**Gate families picked out**

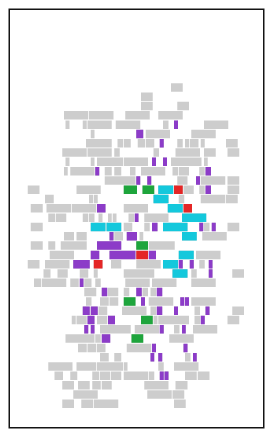
**The metal 3 layer**

The bar under the picture is 20 um long.
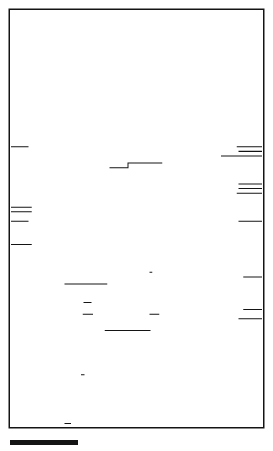
[src/rtl/seg_display_pkg.sv]
// Shared constants and types for the seven-segment capture path.
package seg_display_pkg;

    // Glyphs, active high, bit0=a ... bit6=g
    localparam logic [6:0] SEG_0 = 7'h3F;
    localparam logic [6:0] SEG_1 = 7'h06;
    localparam logic [6:0] SEG_2 = 7'h5B;
    localparam logic [6:0] SEG_3 = 7'h4F;
    localparam logic [6:0] SEG_4 = 7'h66;
    localparam logic [6:0] SEG_5 = 7'h6D;
    localparam logic [6:0] SEG_6 = 7'h7D;
    localparam logic [6:0] SEG_7 = 7'h07;
    localparam logic [6:0] SEG_8 = 7'h7F;
    localparam logic [6:0] SEG_9 = 7'h6F;

    // Decode table, indexed by the BCD digit it represents
    localparam logic [9:0][6:0] SEG_TABLE = {SEG_9, SEG_8, SEG_7, SEG_6, SEG_5,
                                             SEG_4, SEG_3, SEG_2, SEG_1, SEG_0};

    typedef enum logic [1:0] {
        SETTLE = 2'd0,
        HOLD   = 2'd1,
        EMIT   = 2'd2
    } state_e;

    // One captured digit slot (tens or units)
    typedef struct packed {
        logic       have;
        logic       bad;
        logic [3:0] bcd;
    } slot_t;

endpackage

[src/rtl/seg7_decode.sv]
// Glyph to BCD decoder; unknown glyphs (including blank) map to 0 and flag illegal.
module seg7_decode
    import seg_display_pkg::*;
(
    input  logic [6:0] glyph,
    output logic [3:0] bcd,
    output logic       illegal
);

    // Table search: at most one entry can match since all glyphs are distinct
    always_comb begin
        bcd     = 4'd0;
        illegal = 1'b1;
        for (int i = 0; i < 10; i++) begin
            if (glyph == SEG_TABLE[i]) begin
                bcd     = 4'(i);
                illegal = 1'b0;
            end
        end
    end

endmodule

[src/rtl/seg_display_reader.sv]
// Samples the multiplexed seven-segment pins once per settled phase and
// pairs tens/units captures into a 0-99 reading with a one-cycle strobe.
module seg_display_reader
    import seg_display_pkg::*;
#(
    parameter int unsigned STABLE_CYCLES = 4
) (
    input  logic       clk,
    input  logic       rst_n,
    input  logic [6:0] segments,
    input  logic       digit,
    output logic [3:0] tens,
    output logic [3:0] units,
    output logic [6:0] value,
    output logic       valid,
    output logic       err,
    output logic [1:0] state
);

    localparam logic [7:0] THRESH = 8'(STABLE_CYCLES);

    logic [7:0] cur_in;
    logic       changed;
    logic [7:0] prev_q, prev_d;
    logic [7:0] cnt_q, cnt_d;
    state_e     state_q, state_d;
    slot_t      tens_slot_q, tens_slot_d;
    slot_t      units_slot_q, units_slot_d;
    logic [3:0] tens_q, tens_d;
    logic [3:0] units_q, units_d;
    logic [6:0] value_q, value_d;
    logic       valid_q, valid_d;
    logic       err_q, err_d;
    logic [3:0] dec_bcd;
    logic       dec_bad;
    logic [6:0] t_ext, u_ext;

    // One decoder serves both slots; only the current phase is ever captured
    seg7_decode u_dec (
        .glyph   (segments),
        .bcd     (dec_bcd),
        .illegal (dec_bad)
    );

    // Change detection and saturating stability counter
    always_comb begin
        cur_in  = {digit, segments};
        changed = (cur_in != prev_q);
        prev_d  = cur_in;
        if (changed) begin
            cnt_d = 8'd0;
        end else if (cnt_q >= THRESH) begin
            cnt_d = THRESH;
        end else begin
            cnt_d = cnt_q + 8'd1;
        end
    end

    // FSM next-state, slot capture and pair emission
    always_comb begin
        state_d      = state_q;
        tens_slot_d  = tens_slot_q;
        units_slot_d = units_slot_q;
        tens_d       = tens_q;
        units_d      = units_q;
        value_d      = value_q;
        err_d        = err_q;
        valid_d      = 1'b0;
        t_ext        = {3'b000, tens_slot_q.bcd};
        u_ext        = {3'b000, units_slot_q.bcd};
        case (state_q)
            SETTLE: begin
                // A change on the threshold cycle wins: no capture
                if (!changed && cnt_d == THRESH) begin
                    if (digit) begin
                        tens_slot_d = '{have: 1'b1, bad: dec_bad, bcd: dec_bcd};
                        state_d     = units_slot_q.have ? EMIT : HOLD;
                    end else begin
                        units_slot_d = '{have: 1'b1, bad: dec_bad, bcd: dec_bcd};
                        state_d      = tens_slot_q.have ? EMIT : HOLD;
                    end
                end
            end
            HOLD: begin
                if (changed) state_d = SETTLE;
            end
            EMIT: begin
                valid_d           = 1'b1;
                tens_d            = tens_slot_q.bcd;
                units_d           = units_slot_q.bcd;
                value_d           = (t_ext << 3) + (t_ext << 1) + u_ext;
                err_d             = tens_slot_q.bad | units_slot_q.bad;
                tens_slot_d.have  = 1'b0;
                units_slot_d.have = 1'b0;
                state_d           = changed ? SETTLE : HOLD;
            end
            default: state_d = SETTLE;
        endcase
    end

    // State registers with synchronous active-low reset
    always_ff @(posedge clk) begin
        if (!rst_n) begin
            prev_q       <= '0;
            cnt_q        <= '0;
            state_q      <= SETTLE;
            tens_slot_q  <= '0;
            units_slot_q <= '0;
            tens_q       <= '0;
            units_q      <= '0;
            value_q      <= '0;
            valid_q      <= 1'b0;
            err_q        <= 1'b0;
        end else begin
            prev_q       <= prev_d;
            cnt_q        <= cnt_d;
            state_q      <= state_d;
            tens_slot_q  <= tens_slot_d;
            units_slot_q <= units_slot_d;
            tens_q       <= tens_d;
            units_q      <= units_d;
            value_q      <= value_d;
            valid_q      <= valid_d;
            err_q        <= err_d;
        end
    end

    assign tens  = tens_q;
    assign units = units_q;
    assign value = value_q;
    assign valid = valid_q;
    assign err   = err_q;
    assign state = state_q;

endmodule

[config.mk]
export PLATFORM = sky130hd
export DESIGN_NAME = seg_display_reader
export DESIGN_NICKNAME = d
export VERILOG_FILES = /design/src/rtl/seg_display_pkg.sv /design/src/rtl/seg7_decode.sv /design/src/rtl/seg_display_reader.sv
export SDC_FILE = /design/constraint.sdc
export NUM_CORES = 1
export LEC_CHECK = 0
export ABC_CLOCK_PERIOD_IN_PS = 2500
export CORE_ASPECT_RATIO = 1.75
export CORE_MARGIN = 5
export CORE_UTILIZATION = 30
export DETAILED_ROUTE_END_ITERATION = 7
export SETUP_SLACK_MARGIN = 0.3
export SLEW_MARGIN = 20
export SYNTH_ARGS = -nofsm -noshare
export SYNTH_HDL_FRONTEND = slang
export SYNTH_SLANG_ARGS = --single-unit
[constraint.sdc]
create_clock -name clk -period 2.5 [get_ports clk]
set_input_delay 0.5 -clock clk [delete_from_list [all_inputs] [get_ports clk]]
set_output_delay 0.5 -clock clk [all_outputs]
set_load 0.05 [all_outputs]
==> run_results.csv <==
group,metric,value,unit
worst_setup_path,cp-end-kind,"flip-flop",
placement,placed_area,2490,um2
worst_setup_path,cp-start-kind,"input pin",
final_timing,fin_skew,0.00301,ns
clock_network,ctsResizeCount,0,
cells_and_area,fin_util,38.2,%
placement,dpl_worst_slack,0.119,ns
final_timing,setup_tns,0,ns
logic_synthesis,ys.flops,46,
logic_synthesis,async_flop_share,0,%
final_timing,max-slew-margin-rel,57.5,%
placement,gp_congestion,0.751,
global_route,grt_pass1_wl,7040,um
clock_network,cts.sinks,46,
logic_synthesis,postSynthCellCount,219,
clock_network,clkLatencyLatePin,0.28,ns
routing,wl_per_cell,12.2,um
logic_synthesis,yosys-dominant-comb-family,"simple AND/OR/NAND/NOR gates",
run_status,status,"completed",
logic_synthesis,ys_types,49,
global_route,overflow,0,
flow_run,drv_cap,0,
worst_setup_path,critPathKind,"in2reg",
floorplan,placementRows,40,
worst_setup_path,crit_path_max_fanout,10,
final_timing,setup_slack,0.388,ns
floorplan,initCoreUtil,31.1,%
floorplan,io_pins,29,
final_timing,whs,0.450,ns
routing,drc,0,
logic_synthesis,synth_warnings,0,
final_timing,setup_violations,0,
logic_synthesis,ys_seq_share,42.9,%
global_route,grt_max_degree,17,
clock_network,cts_tree,"done",
power_and_ir_drop,p_leak,1.06,nW
cells_and_area,fill_cells,728,
cells_and_area,comb_area,1120,um2
cells_and_area,final-seq-area,922,um2
worst_setup_path,cp_slowest_cell,"clkdlybuf4s50_1",
clock_network,cts_htree_levels,2,
clock_network,cts_inserted_buffers,5,
cells_and_area,design_area,2640,um2
worst_setup_path,arrival,2.29,ns
cells_and_area,final_nets,273,
global_route,grt_pass1_vias,1581,
logic_synthesis,edf_count,0,
power_and_ir_drop,vdd_drop_max,0.281,mV
flow_run,tool_warnings,29,
clock_network,post_cts_buffers,0,
cells_and_area,num_antenna_cells,0,
routing,routed_via_density,4.73,
logic_synthesis,xor_share,5.24,%
placement,placed_cells_incl_taps,329,
global_route,grt_usage,10.0,%
logic_synthesis,simple_gate_area_share,26.0,%
cells_and_area,area_delta_synth_final,23.0,%
floorplan,die_width,74.0,um
worst_setup_path,crit_required,2.68,ns
clock_network,path_clk_slew,0.06,ns
logic_synthesis,ys_sh_mux,2.86,%
logic_synthesis,ff_type,"dfxtp_1",
-- 'gate families picked out' (at the start) --
nand cells -> purple  # cells 54, most used nand2_1
non-inverting ao/oa cells -> red  # cells 4, most used a21o_1
mux cells -> green  # cells 6, most used mux2i_1
fa/ha/maj cells -> cyan  # cells 11, most used ha_1

-- 'the metal 3 layer' (at the start) --
wire length on this layer = 148 um
main direction = horizontal
share of all routed wire = 3.6%
longest straight run = 13.1 um

-- area by class of cell --
type | count | area share [%]
well taps | 84 | 3.98
repair buffers | 35 | 12.6
flip-flops and latches | 46 | 34.9
inverters | 5 | 0.711
clock buffers | 6 | 4.88
clock inverters | 1 | 0.284
multi-input cells | 159 | 42.6
-- synthesized netlist by cell type, types with 2 or more instances --
| library cell | n | area share, % |
|---|---|---|
| dfxtp_1 | 46 | 43 |
| nand2_1 | 34 | 5.9 |
| a21oi_1 | 16 | 3.7 |
| xor2_1 | 10 | 4.1 |
| ha_1 | 9 | 5.2 |
| o21ai_0 | 9 | 2.1 |
| nor2_1 | 8 | 1.4 |
| and2_1 | 7 | 2.0 |
| nand3_1 | 7 | 1.6 |
| clkbuf_1 | 5 | 0.87 |
| inv_1 | 5 | 0.87 |
| mux2i_1 | 5 | 2.3 |
| buf_6 | 4 | 2.1 |
| nand4_1 | 4 | 1.2 |
| nor3_1 | 4 | 0.93 |
| nand3b_1 | 3 | 1.0 |
| nor4_4 | 3 | 3.0 |
| a21o_1 | 2 | 0.70 |
| and3_2 | 2 | 0.70 |
| buf_4 | 2 | 0.70 |
| clkbuf_8 | 2 | 1.3 |
| fa_1 | 2 | 1.9 |
| nand2b_1 | 2 | 0.58 |
| o31ai_1 | 2 | 0.70 |
| or3b_2 | 2 | 0.82 |
-- report_power, final --
part	internal (mW)	switching, mW	total [mW]
Sequential	0.745	0.00577	0.751
Combinational	0.0434	0.0544	0.0978
Clock	0.365	0.259	0.623
-- worst min-delay path, stage by stage (launching register included) --
cell and delay (ns):
dfxtp_1 0.31, nand2_1 0.05, a21oi_1 0.05
-- cells by family after synthesis --
group,count (synthesis)
simple gates,90
flops,46
compound gates,35
buf+inv,18
xor+xnor,12
fa+ha+maj,11
mux,6
other cells,1
-- path summary, 6_finish.rpt --
| kind | end | cells after the start | slack, ns | startpoint |
|---|---|---|---|---|
| worst min-delay path | units[0]$_SDFFE_PN0P_ | 2 | 0.45 | u_ext[0]$_SDFFE_PN0P_ |
| worst max-delay path | u_ext[2]$_SDFFE_PN0P_ | 6 | 0.39 | segments[1] |
| worst max register to register | value[6]$_SDFFE_PN0P_ | 6 | 0.44 | t_ext[0]$_SDFFE_PN0P_ |
| worst min register to register | units[0]$_SDFFE_PN0P_ | 2 | 0.45 | u_ext[0]$_SDFFE_PN0P_ |
-- placed cells by master, fill, tap and decap left out, types with 3 or more instances in the layout --
cell type,instances
a21oi_1,16
and2_1,7
buf_4,7
clkbuf_16,5
clkdlybuf4s50_1,28
conb_1,5
dfxtp_1,45
ha_1,9
inv_1,5
mux2i_1,5
nand2_1,34
nand3_1,7
nand3b_1,3
nand4_1,4
nor2_1,8
nor3_1,4
nor4_4,3
o21ai_0,9
xor2_1,10
-- per-layer routing --
layer	GRT usage (%)	routed length, um	vias up
li1	-	-	803
met1	9.61	1480	753
met2	19.6	2350	26
met3	1.82	148	8
met4	4.76	110	0
met5	0	0	-
-- state kept, by name, indices dropped and copies added (netlist names) --
register      flops
err               1
prev_q            8
value             6
valid             1
u_ext             4
cnt_q             8
units_slot_q      2
t_ext             4
state             2
tens_slot_q       2
units             4
tens              4
